$ cat config.mk
export PLATFORM = sky130hd
export DESIGN_NAME = ahb_lite_buffer_slave
export DESIGN_NICKNAME = d
export VERILOG_FILES = /design/src/rtl/ahb_lite_buffer_slave_pkg.sv /design/src/rtl/ahb_lite_buffer_slave_byte_fifo.sv /design/src/rtl/ahb_lite_buffer_slave.sv
export SDC_FILE = /design/constraint.sdc
export NUM_CORES = 2
export LEC_CHECK = 0
export CAP_MARGIN = 10
export CORE_AREA = 2 2 469 471
export DETAILED_ROUTE_END_ITERATION = 8
export DIE_AREA = 0 0 471 473
export PLACE_DENSITY_LB_ADDON = 0.15
export SKIP_LAST_GASP = 1
export SYNTH_ARGS = -nofsm -noshare
export SYNTH_HDL_FRONTEND = slang
export SYNTH_SLANG_ARGS = --single-unit
$ cat constraint.sdc
create_clock -name clk -period 30.4 [get_ports clk]
set_input_delay 6.08 -clock clk [delete_from_list [all_inputs] [get_ports clk]]
set_output_delay 6.08 -clock clk [all_outputs]
set_load 0.01 [all_outputs]
$ cat src/rtl/ahb_lite_buffer_slave_pkg.sv
// Shared types and constants for the AHB-Lite endpoint buffer slave.
// Package ahb_buf_pkg: bus encodings, register offsets, ERR/CTRL bit positions.
package ahb_buf_pkg;

    typedef enum logic [1:0] {
        HTRANS_IDLE   = 2'd0,
        HTRANS_BUSY   = 2'd1,
        HTRANS_NONSEQ = 2'd2,
        HTRANS_SEQ    = 2'd3
    } htrans_e;

    typedef enum logic [2:0] {
        HSIZE_BYTE = 3'd0,
        HSIZE_HALF = 3'd1,
        HSIZE_WORD = 3'd2
    } hsize_e;

    typedef enum logic [1:0] {
        DP_IDLE,
        DP_ACTIVE,
        DP_ERR2
    } dp_state_e;

    localparam logic [3:0] REG_STATUS = 4'h0;
    localparam logic [3:0] REG_DATA   = 4'h4;
    localparam logic [3:0] REG_CTRL   = 4'h8;
    localparam logic [3:0] REG_ERR    = 4'hC;

    localparam int unsigned ERR_BUS_BIT    = 0;
    localparam int unsigned ERR_RX_OVF_BIT = 1;

    localparam int unsigned CTRL_FLUSH_TX_BIT = 0;
    localparam int unsigned CTRL_FLUSH_RX_BIT = 1;
    localparam int unsigned CTRL_IRQ_EN_BIT   = 2;

    // Byte count of a transfer; 0 marks an illegal hsize.
    function automatic logic [2:0] size_bytes(input logic [2:0] hsize);
        case (hsize)
            HSIZE_BYTE: size_bytes = 3'd1;
            HSIZE_HALF: size_bytes = 3'd2;
            HSIZE_WORD: size_bytes = 3'd4;
            default:    size_bytes = 3'd0;
        endcase
    endfunction

endpackage

$ cat src/rtl/ahb_lite_buffer_slave_byte_fifo.sv
// Byte FIFO accepting/releasing 0..4 entries per cycle, with flush and a
// combinational peek of the four oldest entries (zero beyond occupancy).
module byte_fifo #(
    parameter int unsigned WIDTH = 8,
    parameter int unsigned DEPTH = 64
) (
    input  logic                       clk,
    input  logic                       rst,
    input  logic                       flush,
    input  logic [2:0]                 push_n,
    input  logic [4*WIDTH-1:0]         push_data,
    input  logic [2:0]                 pop_n,
    output logic [$clog2(DEPTH):0]     count,
    output logic [4*WIDTH-1:0]         peek
);
    localparam int unsigned PTR_W = $clog2(DEPTH);
    localparam int unsigned CNT_W = PTR_W + 1;

    logic [WIDTH-1:0] mem_q [DEPTH];
    logic [WIDTH-1:0] mem_d [DEPTH];
    logic [PTR_W-1:0] wr_ptr_q, wr_ptr_d;
    logic [PTR_W-1:0] rd_ptr_q, rd_ptr_d;
    logic [CNT_W-1:0] count_q, count_d;

    always_comb begin
        mem_d    = mem_q;
        wr_ptr_d = wr_ptr_q;
        rd_ptr_d = rd_ptr_q;
        count_d  = count_q;
        if (flush) begin
            wr_ptr_d = '0;
            rd_ptr_d = '0;
            count_d  = '0;
        end else begin
            for (int unsigned i = 0; i < 4; i++) begin
                if (3'(i) < push_n) begin
                    mem_d[wr_ptr_q + PTR_W'(i)] = push_data[i*WIDTH +: WIDTH];
                end
            end
            wr_ptr_d = wr_ptr_q + PTR_W'(push_n);
            rd_ptr_d = rd_ptr_q + PTR_W'(pop_n);
            count_d  = count_q + CNT_W'(push_n) - CNT_W'(pop_n);
        end
    end

    always_comb begin
        peek = '0;
        for (int unsigned i = 0; i < 4; i++) begin
            if (CNT_W'(i) < count_q) begin
                peek[i*WIDTH +: WIDTH] = mem_q[rd_ptr_q + PTR_W'(i)];
            end
        end
        count = count_q;
    end

    always_ff @(posedge clk) begin
        if (rst) begin
            wr_ptr_q <= '0;
            rd_ptr_q <= '0;
            count_q  <= '0;
        end else begin
            wr_ptr_q <= wr_ptr_d;
            rd_ptr_q <= rd_ptr_d;
            count_q  <= count_d;
        end
    end

    always_ff @(posedge clk) begin
        mem_q <= mem_d;
    end

endmodule

$ cat src/rtl/ahb_lite_buffer_slave.sv
// AHB-Lite slave bridging the bus to USB endpoint TX/RX byte FIFOs.
// Optional macro AHB_BUF_IRQ_EN adds a registered irq output.
module ahb_lite_buffer_slave
    import ahb_buf_pkg::*;
#(
    parameter int unsigned ADDR_WIDTH = 4,
    parameter int unsigned DATA_WIDTH = 32,
    parameter int unsigned DEPTH      = 64,
    parameter int unsigned CNT_W      = $clog2(DEPTH) + 1
) (
    input  logic                  clk,
    input  logic                  rst,
    input  logic                  hsel,
    input  logic [1:0]            htrans,
    input  logic [ADDR_WIDTH-1:0] haddr,
    input  logic [2:0]            hsize,
    input  logic                  hwrite,
    input  logic [DATA_WIDTH-1:0] hwdata,
    output logic [DATA_WIDTH-1:0] hrdata,
    output logic                  hresp,
    output logic                  hready,
    input  logic                  rx_push,
    input  logic [7:0]            rx_data,
    output logic                  rx_full,
    input  logic                  tx_pop,
    output logic [7:0]            tx_data,
    output logic                  tx_empty
`ifdef AHB_BUF_IRQ_EN
    ,
    output logic                  irq
`endif
);
    dp_state_e   state_q, state_d;
    logic [3:0]  addr_q, addr_d;
    logic        write_q, write_d;
    logic [2:0]  size_q, size_d;
    logic        irq_en_q, irq_en_d;
    logic [1:0]  err_q, err_d;

    logic [CNT_W-1:0] tx_count, rx_count, tx_free;
    logic [31:0]      tx_peek, rx_peek;
    logic [2:0]       nbytes, tx_push_n, tx_pop_n, rx_push_n, rx_pop_n;
    logic             accept, err_now, commit, flush_tx, flush_rx;
    logic [31:0]      lane_mask;
    logic             unused_tx_peek;

    byte_fifo #(.WIDTH(8), .DEPTH(DEPTH)) u_tx_fifo (
        .clk(clk), .rst(rst), .flush(flush_tx),
        .push_n(tx_push_n), .push_data(hwdata),
        .pop_n(tx_pop_n), .count(tx_count), .peek(tx_peek)
    );

    byte_fifo #(.WIDTH(8), .DEPTH(DEPTH)) u_rx_fifo (
        .clk(clk), .rst(rst), .flush(flush_rx),
        .push_n(rx_push_n), .push_data({24'd0, rx_data}),
        .pop_n(rx_pop_n), .count(rx_count), .peek(rx_peek)
    );

    always_comb begin
        tx_data        = tx_peek[7:0];
        unused_tx_peek = ^tx_peek[31:8];
        tx_empty       = (tx_count == '0);
        rx_full        = (rx_count == CNT_W'(DEPTH));
        tx_free        = CNT_W'(DEPTH) - tx_count;
        tx_pop_n       = (tx_pop && !tx_empty) ? 3'd1 : 3'd0;
        rx_push_n      = (rx_push && !rx_full) ? 3'd1 : 3'd0;
    end

    always_comb begin
        state_d   = state_q;
        addr_d    = addr_q;
        write_d   = write_q;
        size_d    = size_q;
        irq_en_d  = irq_en_q;
        err_d     = err_q;
        hready    = 1'b1;
        hresp     = 1'b0;
        hrdata    = '0;
        tx_push_n = 3'd0;
        rx_pop_n  = 3'd0;
        flush_tx  = 1'b0;
        flush_rx  = 1'b0;
        nbytes    = size_bytes(size_q);
        err_now   = 1'b0;
        commit    = 1'b0;

        case (nbytes)
            3'd1:    lane_mask = 32'h0000_00FF;
            3'd2:    lane_mask = 32'h0000_FFFF;
            default: lane_mask = 32'hFFFF_FFFF;
        endcase

        // Error checks use live occupancy so a preceding back-to-back commit is seen.
        if (state_q == DP_ACTIVE) begin
            err_now = (addr_q[1:0] != 2'b00) || (nbytes == 3'd0)
                   || (write_q && addr_q == REG_STATUS)
                   || (addr_q == REG_DATA && write_q && tx_free < CNT_W'(nbytes))
                   || (addr_q == REG_DATA && !write_q && rx_count < CNT_W'(nbytes));
            commit  = !err_now;
        end

        if (err_now) begin
            hready = 1'b0;
            hresp  = 1'b1;
            err_d[ERR_BUS_BIT] = 1'b1;
        end else if (state_q == DP_ERR2) begin
            hresp = 1'b1;
        end

        if (commit && write_q) begin
            case (addr_q)
                REG_DATA: tx_push_n = nbytes;
                REG_CTRL: begin
                    flush_tx = hwdata[CTRL_FLUSH_TX_BIT];
                    flush_rx = hwdata[CTRL_FLUSH_RX_BIT];
                    irq_en_d = hwdata[CTRL_IRQ_EN_BIT];
                end
                REG_ERR:  err_d = err_q & ~hwdata[1:0];
                default:  ;
            endcase
        end else if (commit) begin
            case (addr_q)
                REG_STATUS: hrdata = {14'd0, tx_empty, rx_full, 8'(tx_count), 8'(rx_count)};
                REG_DATA: begin
                    hrdata   = rx_peek & lane_mask;
                    rx_pop_n = nbytes;
                end
                REG_CTRL:   hrdata = {29'd0, irq_en_q, 2'b00};
                REG_ERR:    hrdata = {30'd0, err_q};
                default:    ;
            endcase
        end

        if (rx_push && rx_full) begin
            err_d[ERR_RX_OVF_BIT] = 1'b1;
        end

        accept = hsel && htrans[1] && hready;
        if (!hready) begin
            state_d = DP_ERR2;
        end else if (accept) begin
            state_d = DP_ACTIVE;
            addr_d  = haddr[3:0];
            write_d = hwrite;
            size_d  = hsize;
        end else begin
            state_d = DP_IDLE;
        end
    end

    always_ff @(posedge clk) begin
        if (rst) begin
            state_q  <= DP_IDLE;
            addr_q   <= '0;
            write_q  <= 1'b0;
            size_q   <= '0;
            irq_en_q <= 1'b0;
            err_q    <= '0;
        end else begin
            state_q  <= state_d;
            addr_q   <= addr_d;
            write_q  <= write_d;
            size_q   <= size_d;
            irq_en_q <= irq_en_d;
            err_q    <= err_d;
        end
    end

`ifdef AHB_BUF_IRQ_EN
    logic irq_q, irq_d;

    always_comb begin
        irq_d = irq_en_q && ((rx_count != '0) || (err_q != '0));
        irq   = irq_q;
    end

    always_ff @(posedge clk) begin
        if (rst) begin
            irq_q <= 1'b0;
        end else begin
            irq_q <= irq_d;
        end
    end
`endif

endmodule

clocks.png
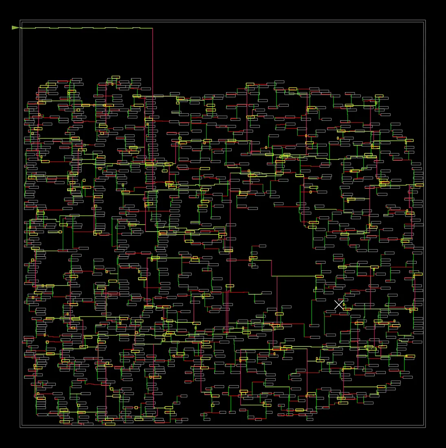
FF+latch count: 1,075
Late-Pin Clk Latency: 0.83 ns

detail.png
Bar = 10 um. Region (220, 222) to (250, 252) um. Cells in gray, sequential cells in the stronger gray; small squares are vias.
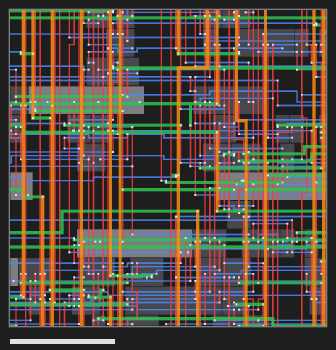
[orange] metal 4
[blue] metal 1
[red] metal 2
[green] metal 3
netlist names of flops here include: u_tx_fifo.mem_q (3)
sequential cells in the window: 3
cells with their middle in the window: 44
most frequent: nor2_1 (6), a22oi_1 (5)

wires.png
Only two layers are drawn.
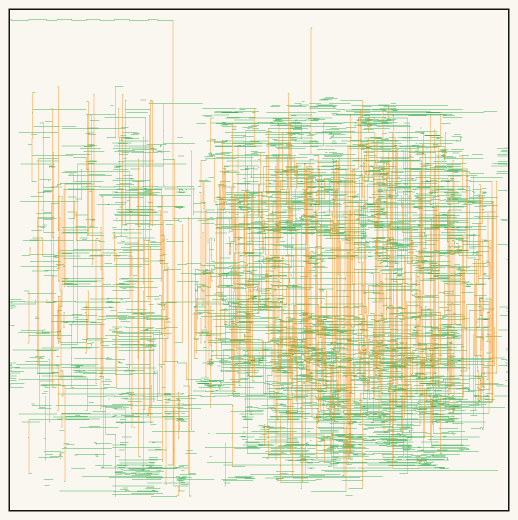
[green] metal 3 | wire length: 51.3 mm
[orange] metal 4 | wire length: 40.0 mm

==> job_summary.md <==
## Implementation flow summary

| Metric | Value |
|---|---|
| Number of cells in the yosys synthesis report | approximately 6,300 |
| Net count after synthesis | approximately 6,400 |
| Count of tool warnings | between 70 and 80 |
| Via count of the first global-routing pass | about 65,000 |
| Clock slew at the register clock pins of the worst setup and hold paths | roughly 0.060 ns |
| HPWL after detailed placement | 282 mm |
| Chip area | approximately 0.22 sq mm |
| Placed cell areas | between 0.08 and 0.09 sq mm |
| Capturing instance or port of the critical path | hrdata[28] |
| Leading cell type by number of instances after synthesis | edfxtp_1 |
| Post-synthesis cell type with the largest combined area | edfxtp_1 |
| Final period util | 0.417 |
| Failing checks | design-rule violations |
| Timing startpoint of the critical path | u_rx_fifo.rd_ptr_q[0] |
| Run status | complete, but fails checks |
| Smallest setup slack after layout | about 18 ns |
| Proportion of netlist area held by the largest area contributor | 0.405 |
| DRC violation count after routing | 7 |
| Most common logic cell in the routed design | edfxtp_1 |
| Largest family of logic cells by area | multiplexers |
| Worst reg2reg startpoint | size_q[1] |
-- where the power goes --
| group | internal (mW) | switching, mW | total, mW | leakage (nW) |
|---|---|---|---|---|
| Sequential | 1.65 | 0.0442 | 1.69 | 11.1 |
| Clock | 0.975 | 0.760 | 1.73 | 2.21 |
| Combinational | 0.173 | 0.301 | 0.474 | 12.0 |
| Total | 2.79 | 1.11 | 3.90 | 25.3 |
-- area by class of cell --
class / instances / share of cell area
Inverter: 48 / 0.00211
Multi-Input combinational cell: 4518 / 0.487
Clock inverter: 81 / 0.0119
Sequential cell: 1075 / 0.373
Tap cell: 2871 / 0.0422
Antenna cell: 31 / 0.000910
Timing Repair Buffer: 414 / 0.0402
Clock buffer: 168 / 0.0421
Power and IR drop assume default switching activity.
